File: src/rtl/mult_seq_param.sv
// Sequential shift-and-add multiplier, WIDTH-bit operands, 2*WIDTH-bit product.
// Per-op signed/unsigned mode, ready/valid request, one-cycle done pulse.
module mult_seq_param #(
  parameter  int WIDTH = 4,
  localparam int CNT_W = $clog2(WIDTH + 1)
) (
  input  logic               clk,
  input  logic               rst,
  input  logic               valid,
  input  logic               signed_mode,
  input  logic [WIDTH-1:0]   A,
  input  logic [WIDTH-1:0]   B,
  output logic               ready,
  output logic [2*WIDTH-1:0] prod,
  output logic               done
);

  typedef enum logic {
    IDLE = 1'b0,
    CALC = 1'b1
  } state_t;

  state_t             state_q;
  state_t             state_d;
  logic [2*WIDTH-1:0] mcand;
  logic [WIDTH-1:0]   mplier;
  logic [2*WIDTH-1:0] acc;
  logic [CNT_W-1:0]   cnt;
  logic               neg;

  logic               accept;
  logic               last;
  logic [2*WIDTH-1:0] acc_next;
  logic [2*WIDTH-1:0] result;
  logic [WIDTH-1:0]   mag_a;
  logic [WIDTH-1:0]   mag_b;

  // Magnitude as an unsigned WIDTH-bit value; most negative maps to 2^(W-1).
  function automatic logic [WIDTH-1:0] mag(
    input logic [WIDTH-1:0] v,
    input logic             sm
  );
    if (sm && v[WIDTH-1]) return ~v + WIDTH'(1);
    return v;
  endfunction

  assign mag_a  = mag(A, signed_mode);
  assign mag_b  = mag(B, signed_mode);
  assign accept = (state_q == IDLE) && valid;
  assign last   = (cnt == CNT_W'(WIDTH - 1));

  // One iteration of add-if-LSB and final sign fix-up of the product.
  always_comb begin
    acc_next = acc;
    if (mplier[0]) acc_next = acc + mcand;
    result = neg ? (~acc_next + (2*WIDTH)'(1)) : acc_next;
  end

  // Next-state logic: leave IDLE on accept, leave CALC on WIDTH-th edge.
  always_comb begin
    state_d = state_q;
    unique case (state_q)
      IDLE: if (valid) state_d = CALC;
      CALC: if (last)  state_d = IDLE;
      default: state_d = IDLE;
    endcase
  end

  // State register and registered handshake outputs.
  always_ff @(posedge clk) begin
    if (rst) begin
      state_q <= IDLE;
      ready   <= 1'b1;
      done    <= 1'b0;
    end else begin
      state_q <= state_d;
      ready   <= (state_d == IDLE);
      done    <= (state_q == CALC) && last;
    end
  end

  // Datapath: latch magnitudes on accept, iterate in CALC, publish on exit.
  always_ff @(posedge clk) begin
    if (rst) begin
      mcand  <= '0;
      mplier <= '0;
      acc    <= '0;
      cnt    <= '0;
      neg    <= 1'b0;
      prod   <= '0;
    end else if (accept) begin
      mcand  <= {{WIDTH{1'b0}}, mag_a};
      mplier <= mag_b;
      acc    <= '0;
      cnt    <= '0;
      neg    <= signed_mode & (A[WIDTH-1] ^ B[WIDTH-1]);
    end else if (state_q == CALC) begin
      acc    <= acc_next;
      mcand  <= mcand << 1;
      mplier <= mplier >> 1;
      cnt    <= cnt + CNT_W'(1);
      if (last) prod <= result;
    end
  end

endmodule

File: config.mk
export PLATFORM = sky130hd
export DESIGN_NAME = mult_seq_param
export DESIGN_NICKNAME = d
export VERILOG_FILES = /design/src/rtl/mult_seq_param.sv
export SDC_FILE = /design/constraint.sdc
export NUM_CORES = 1
export LEC_CHECK = 0
export ABC_AREA = 1
export CORE_MARGIN = 2
export CORE_UTILIZATION = 25
export CTS_CLUSTER_SIZE = 8
export DETAILED_ROUTE_END_ITERATION = 8
export GPL_ROUTABILITY_DRIVEN = 0
export GPL_TIMING_DRIVEN = 0
export PLACE_DENSITY = 0.51
export SETUP_SLACK_MARGIN = 0.15
export SLEW_MARGIN = 20
export SYNTH_ARGS = -nofsm -noshare
export SYNTH_HDL_FRONTEND = slang
export SYNTH_SLANG_ARGS = --single-unit
File: constraint.sdc
create_clock -name clk -period 4.35 [get_ports clk]
set_clock_uncertainty 0.15 [all_clocks]
set_input_delay 0.87 -clock clk [delete_from_list [all_inputs] [get_ports clk]]
set_output_delay 0.87 -clock clk [all_outputs]
set_load 0.05 [all_outputs]
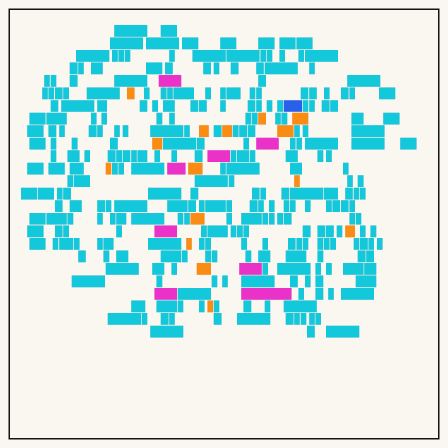
*Cell sizes after repair, run 1*
_2 cells -> orange  # cells 15
_3 and _4 cells -> blue  # cells 1
_6 and larger -> magenta  # cells 8
_0 and _1 cells -> cyan  # cells 293
Area Growth Syn to Fin: 23.0%
Final Cell Area: 2430 um^2
Final WS setup: 1900 ps

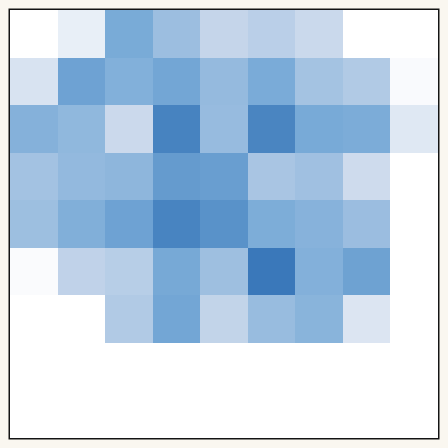
*Local utilization, run 1*
9 x 9 tiles, from white (low) to dark blue (high), 0 to 100% covered.
nearly empty tiles = 33%
mean over tiles = 27%
fullest tile = 71%
emptiest ninth of the die = south-west
densest ninth of the die = centre
core area: 7690 um^2
Final Core Density: 31.6%
FP Core Util: 25.7%

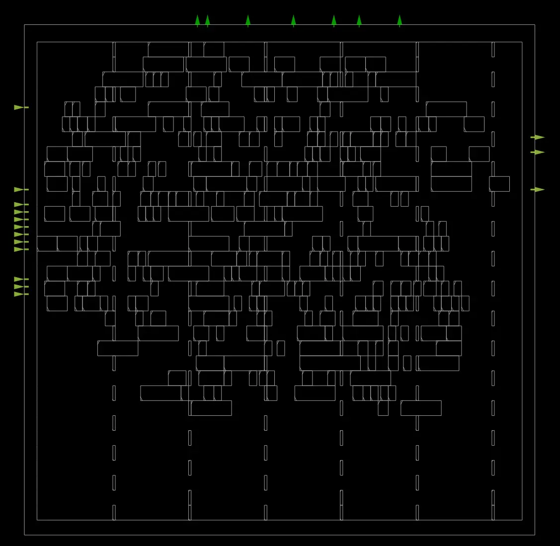
*Placed standard cells, run 1*
register share of the cell area: 28.8%
tap cells: 102
Flops: 35
Post-Layout Cell Count: 419
Rows: 32

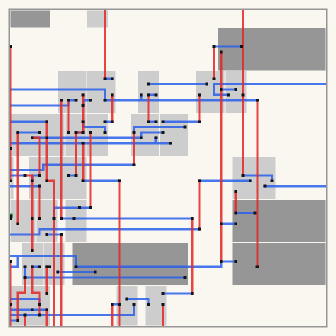
*Layout detail, run 1*
Region (60, 60) to (80, 80) um. Cells in grey, sequential cells in the stronger grey; small squares are vias.
metal 3 -> green
metal 2 -> red
metal 1 -> blue
sequential cells in the window = 4
cells with their middle in the window = 23
netlist names of flops here include = prod (2)
most frequent = nand2_1 (8), dfxtp_1 (4)

## run 1: metrics by stage
step / hold slack, ps / std cells / instance area, um^2 / worst slack (ps)
2_1_floorplan: 294 / 288 / 1980 / 2220
3_3_place_gp: 290 / 411 / 2310 / 1640
3_5_place_dp: 294 / 411 / 2310 / 1630
4_1_cts: 309 / 419 / 2430 / 1890
5_1_grt: 337 / 419 / 2430 / 1770
6_report: 303 / 419 / 2430 / 1900
## run 1: cell usage in the layout (no fill, tap or decap), types with 4 or more instances in the layout
cell type         n
o21ai_1           9
ha_1             12
dfxtp_1          35
nor2_1           24
a21oi_1          19
inv_2             4
o211ai_1          7
clkdlybuf4s50_1  21
nand3_1          17
clkbuf_1          4
inv_1            38
nand2_1          80
clkbuf_8          6
o21ai_0           8
nor3_1            4
## run 1: synth_stat cells (3+ instances only)
master     n  area share [%]
inv_1     38             7.2
o21ai_1    9             2.3
ha_1      12             7.6
o211ai_1   7             2.7
o21ai_2    3             1.3
nor2_1    24             4.6
inv_2      4            0.76
a31oi_1    3            0.95
nand3_1   17             4.3
a21oi_1   19             4.8
nand2_1   80              15
clkbuf_1   4            0.76
xor2_1     3             1.3
dfxtp_1   35              35
nor3_1     4             1.0
o21ai_0    8             2.0
## run 1: flip-flops by register name (all words and copies together), names as in the netlist
| register | flops |
|---|---|
| acc | 8 |
| mcand | 8 |
| prod | 8 |
| mplier | 4 |
| cnt | 3 |
| done | 1 |
| neg | 1 |
| ready | 1 |
| state_q | 1 |
## run 1: metal layers
layer | vias to the layer above | GRT usage [%] | wire (um)
met2 | 25 | 19.0 | 2050
met4 | 0 | 4.41 | 17
met5 | - | 0 | 0
met3 | 2 | 2.36 | 182
li1 | 981 | - | -
met1 | 805 | 15.2 | 2310
## run 1: power breakdown
part	internal (W)	switching, W
registers	0.000332	0.00000965
clock network	0.000185	0.000122
logic	0.0000472	0.0000789
## run 1: how the worst max path moves through the flow
stage,from,endpoint,cells past startpoint,slack (ps)
6_report,prod[7],prod[7],1,1900
5_1_grt,valid,acc[5],8,1770
4_1_cts,prod[7],prod[7],1,1890
3_5_place_dp,valid,acc[5],8,1630
3_3_place_gp,valid,acc[5],8,1640
2_1_floorplan,mcand[0],prod[6],15,2220
## run 1: cell type report
class	count	area [um^2]	share of cell area [%]
plain buffers	6	31.3	1.29
clock buffers	6	82.6	3.40
clock inverters	2	35.0	1.44
inverters	42	158	6.48
multi-input cells	205	1090	44.7
flip-flops and latches	35	701	28.8
well taps	102	128	5.25
repair buffers	21	210	8.64
## run 1: cells by family after synthesis
| group | Yosys count | synth area share [%] |
|---|---|---|
| buffers and inverters | 48 | 9.56 |
| AOI/OAI and AO/OA | 55 | 16.3 |
| adders and majority gates | 13 | 8.61 |
| DFF | 35 | 35.4 |
| and+or+nand+nor | 132 | 27.9 |
| xor gates and xnor gates | 5 | 2.22 |
==> impl_metrics.ini, run 1 <==
; generated from flow reports
[clocking]
cts_buffers = 5
clock-sinks = 35
h-tree-depth = 2
cts_setup_buffers = 0
postCtsHoldBufs = 0
clockBufferDepth = 2
cts_tree = done
root_buffer = clkbuf_8
post_cts_resized = 0
insertion_delay_ps = 290
clk_pin_slew_ps = 70

[detailed_routing]
vias = 1813
drc_errors = 0
wirelength_um = 4560
wire_per_inst_um = 10.9
via_per_inst = 4.33
final_antenna_net_count = 0
initialDrtViolationCount = 66
drtPass1Iterations = 4

[min_path]
min_path_type = flip-flop to flip-flop
hp-start = prod[3]
holdPathStages = 1
min_to = prod[3]

[placed_design]
numPortBuffers = 21
dp_hpwl_um = 3610

[grt]
antenna_found_initial = 0
overflow = 0
grt_max_degree = 12
first_global_vias = 1799
grt_usage_pct = 11.7
grt_pass1_wl_um = 8140

[final_timing]
drv_slew = 0
setup_viol_count_final = 0
tns_ps = 0
tightest_slew_ps = 617
rsz0062_at_grt = false
hold_violations = 0
slew-limit-headroom_pct = 58.7
final.min_clock_period_ps = 2450
period_used_pct = 56.4
max_freq_mhz = 408

[die]
io_pins = 22
die_w_um = 92.9
dieArea_um2 = 8640
die_height_um = 92.9

[worst_setup_path]
cp_top_family = buffers and inverters
r2r-end = prod[6]
crit_slowest_cell = clkdlybuf4s50_1
max_stage_delay_ps = 800
crit_fanout = 2
crit_arrival_ps = 1430
endpoint_kind = primary output
r2r_cells = 15
crit_required_ps = 3330
reg2reg_from = mcand[0]
crit_buf_inv = 1
r2r_setup_slack_ps = 2040
critPathLaunchType = flip-flop
crit_chain = clkdlybuf4s50_1
crit_type = flip-flop to primary output

[logic_synthesis]
ys_ff = 35
ys_cells = 288
netlist_area_um2 = 1980
syn-num-nets = 313
postSynthAreaPerCell_um2 = 6.86
ff_type = dfxtp_1
ys_chip_area_um2 = 1980
synthDistinctLibCells = 29
edf_count = 0
postSynthCellCount = 288
async_flop_share_pct = 0
ys_warn_count = 0
ys_seq_share_pct = 35.4

[final_layout]
num_antenna_cells = 0
num-nets-final = 341
fill_cells = 878
drive_gt1_share_pct = 7.57

[flow_run]
cap_violations = 0
tool_warnings = 26

[pwr]
p_leak_nw = 1.11
power_w = 0.000775
powerDensity_nw_per_um2 = 319
ir_drop_mv = 0.0913

[status]
status = finished clean
### I/O pins on the die edge, run 1

Bar = 20 um. Pins as bars across the die edge, other pins in grey.
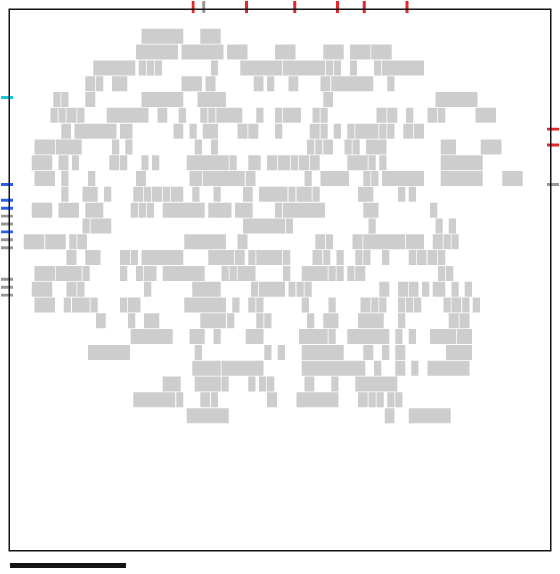

==> run 2, diff against run 1 <==
--- a/config.mk
+++ b/config.mk
@@ -12,7 +12,7 @@
 export DETAILED_ROUTE_END_ITERATION = 8
 export GPL_ROUTABILITY_DRIVEN = 0
 export GPL_TIMING_DRIVEN = 0
-export PLACE_DENSITY = 0.51
+export PLACE_DENSITY = 0.52
 export SETUP_SLACK_MARGIN = 0.15
 export SLEW_MARGIN = 20
 export SYNTH_ARGS = -nofsm -noshare
==> constraint.sdc (replaced) <==
create_clock -name clk -period 2 [get_ports clk]
set_clock_uncertainty 0.15 [all_clocks]
set_input_delay 0.4 -clock clk [delete_from_list [all_inputs] [get_ports clk]]
set_output_delay 0.4 -clock clk [all_outputs]
set_load 0.05 [all_outputs]
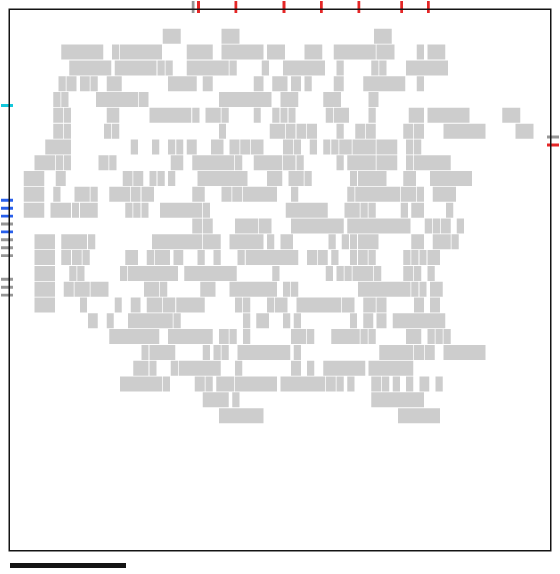
*I/O pins on the die edge, run 2*
Bar = 20 um. Pins as bars across the die edge, other pins in grey.
clk -> cyan  # pins 1, direction input, edge west
prod -> red  # pins 8, direction output, edge 7 north, 1 east
B -> blue  # pins 4, direction input, edge west
all pins by edge = 12 west, 8 north, 2 east

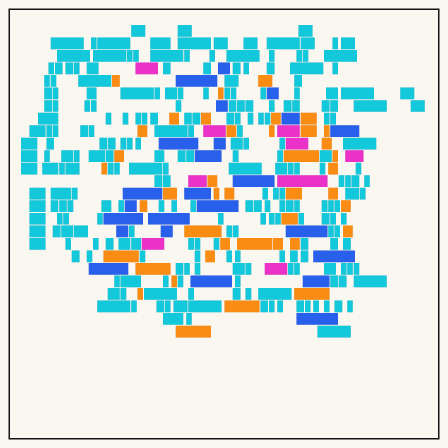
*Cell sizes after repair, run 2*
_0 and _1 cells -> cyan  # cells 251
_2 cells -> orange  # cells 41
_3 and _4 cells -> blue  # cells 24
_6 and larger -> magenta  # cells 9
Final Cell Area: 2700 um^2
Area Growth Syn to Fin: 36.5%
Non-CTS buffers: 35
Final WS setup: -207 ps

==> impl_metrics.ini, run 2 <==
; generated from flow reports
[final_timing]
final.min_clock_period_ps = 2210
hold_ws_ps = 304
hold_violations = 0
period_used_pct = 110
slew-limit-headroom_pct = 64.4
rsz0062_at_grt = true
max_freq_mhz = 453
layout_setup_ws_ps = -207
tightest_slew_ps = 531
drv_slew = 0
setup_viol_count_final = 5

[grt]
use_met3_pct = 2.93
first_global_vias = 1841
grt_busiest_layer = met2
grt_util_met2_pct = 20.2
grt_pass1_wl_um = 8450
antenna_found_initial = 0
use_met1_pct = 15.5
grt_usage_pct = 12.2
overflow = 0
grt_max_degree = 12

[flow_run]
cap_violations = 0
tool_warnings = 29

[pwr]
powerDensity_nw_per_um2 = 651
ir_drop_mv = 0.303
pwr-share-clk_pct = 38.4
seq_power_share_pct = 42.5
p_leak_nw = 1.21
p_int_w = 0.00126
switchingPower_w = 0.000495
pwr-share-comb_pct = 19.0
swShare_pct = 28.2

[min_path]
min_path_type = flip-flop to flip-flop

[final_layout]
fin_cells = 427
layout_top_cells = nand2_1, inv_1, dfxtp_1
top_regs = acc (8), mcand (8), prod (8)
num_antenna_cells = 0
fill_cells = 832
lay_top_count = nand2_1
num-nets-final = 349
drive_gt1_share_pct = 22.8

[detailed_routing]
final_antenna_net_count = 0
initialDrtViolationCount = 72
drtPass1Iterations = 4
vias = 1919
wirelength_um = 5000
wire_per_inst_um = 11.7
via_per_inst = 4.49
drc_errors = 0

[logic_synthesis]
ys_ff = 35
ys_cells = 288
edf_count = 0
ff_type = dfxtp_1
yosysTopAreaCellShare_pct = 35.4
ys_warn_count = 0
syn-num-nets = 313
netlist_area_um2 = 1980
postSynthAreaPerCell_um2 = 6.86
postSynthCellCount = 288
ys_seq_share_pct = 35.4
async_flop_share_pct = 0
most_common_cell = nand2_1
ys_chip_area_um2 = 1980
yosysTopAreaCell = dfxtp_1
synthDistinctLibCells = 29
topCellsByArea = dfxtp_1, nand2_1, ha_1
top_cells_by_count = nand2_1, inv_1, dfxtp_1

[die]
io_pins = 22
core_um2 = 7690
die_w_um = 92.9
dieArea_um2 = 8640
core_util_floorplan_pct = 25.7
die_height_um = 92.9
rows = 32

[worst_setup_path]
critPathLaunchType = flip-flop
crit_type = flip-flop to flip-flop
endpoint_kind = flip-flop
path_common_cell = nor2_1
max_stage_delay_ps = 410
crit_required_ps = 2090
crit_chain = ha_4, fa_2, inv_2, nand2_2, o21ai_4, ha_4, inv_2, nor2_1, nand3_1, nor2_1, nand2_1, a21oi_1, nor2_2, nor2_1
crit_slowest_cell = fa_2
crit_fanout = 4
crit_arrival_ps = 2300

[clocking]
cts_buffers = 5
h-tree-depth = 2
insertion_delay_ps = 300
postCtsHoldBufs = 0
cts_tree = done
root_buffer = clkbuf_8
clock-sinks = 35
clk_pin_slew_ps = 70
clockBufferDepth = 2

[placed_design]
numPortBuffers = 21
postPlaceCellArea_um2 = 2340
pre_cts_ws_ps = -300
dpl.cell_count = 411
dp_hpwl_um = 3630

[status]
status = finished, violations left
violations = negative setup slack
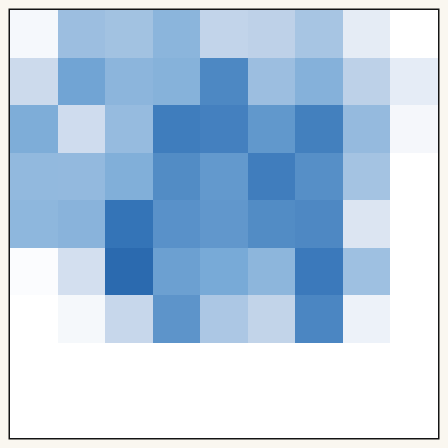
*Local utilization, run 2*
9 x 9 tiles, from white (low) to dark blue (high), 0 to 100% covered.
nearly empty tiles = 31%
mean over tiles = 30%
fullest tile = 77%
tiles over 75% full = 1.2%
densest ninth of the die = centre
emptiest ninth of the die = south-west

[run 2: cell types whose count changed in the layout (fill, tap and decap cells not counted), moves of 8 or more]
cell	change
clkdlybuf4s50_1	-10
dfxtp_1	-11
dlygate4sd2_1	+9
ha_1	-8
ha_4	+8
nand2_1	-9
nand2_2	+9
[run 2: critical path, delay by kind of cell (launching register included)]
kind,cells,cell delay [ps]
AND-OR/OR-AND,2,240
AND/OR/NAND/NOR,7,590
buffers and inverters,2,90
flip-flops,1,350
adder cells (fa/ha/maj),3,720
[run 2: logic make-up after synthesis]
group                      after synthesis  share of synthesized area (%)
and+or+nand+nor                        132                           27.9
AOI/OAI and AO/OA                       55                           16.3
buffers and inverters                   48                           9.56
DFF                                     35                           35.4
adders and majority gates               13                           8.61
xor gates and xnor gates                 5                           2.22
[run 2: power by group through the flow]
stage | registers (W) | logic (W) | clock network (W)
6_report | 0.000747 | 0.000334 | 0.000675
3_5_place_dp | 0.000760 | 0.000282 | 0
5_1_grt | 0.000750 | 0.000382 | 0.000718
4_1_cts | 0.000743 | 0.000307 | 0.000689
3_3_place_gp | 0.000759 | 0.000278 | 0
2_1_floorplan | 0.000759 | 0.000196 | 0
[run 2: layer usage]
layer / routed length [um] / up-vias / share of wire, %
li1: - / 999 / -
met1: 2420 / 873 / 48
met2: 2280 / 35 / 46
met3: 187 / 12 / 3.7
met4: 109 / 0 / 2.2
met5: 0 / - / 0
[run 2: final cells by class]
| cell class | instances | area, um^2 | area share (%) |
|---|---|---|---|
| Sequential cell | 35 | 724 | 26.8 |
| Clock inverter | 2 | 35.0 | 1.30 |
| Multi-Input combinational cell | 205 | 1270 | 47.2 |
| Tap cell | 102 | 128 | 4.73 |
| Clock buffer | 6 | 82.6 | 3.06 |
| Timing Repair Buffer | 29 | 265 | 9.83 |
| Inverter | 42 | 158 | 5.84 |
| Buffer | 6 | 31.3 | 1.16 |
[run 2: timing repair]
| item | CTS | global route |
|---|---|---|
| gates resized | 26 | 32 |
| setup buffers | 4 | 4 |
| cloned | 0 | 0 |
| setup endpoints to repair | 29 | 27 |
| hold endpoints to repair | 0 | 0 |
| pin swaps | 10 | 10 |
[run 2: through the flow]
stage          power [W]  utilization, %  TNS [ps]
2_1_floorplan   0.000955               -      -112
4_1_cts          0.00174            33.0      -460
6_report         0.00176            35.1      -679
3_5_place_dp     0.00104            30.5     -3230
5_1_grt          0.00185            35.1     -1770
3_3_place_gp     0.00104            30.5     -3050
[run 2: worst paths after layout]
check,from,cells past startpoint,slack (ps),end
worst max-delay path,mcand[0],14,-210,prod[6]
worst min-delay path,prod[4],2,300,prod[4]
worst max register to register,mcand[0],14,-210,prod[6]
worst min register to register,prod[4],2,300,prod[4]
No activity file was given, so power comes from the tool's default toggle rates.
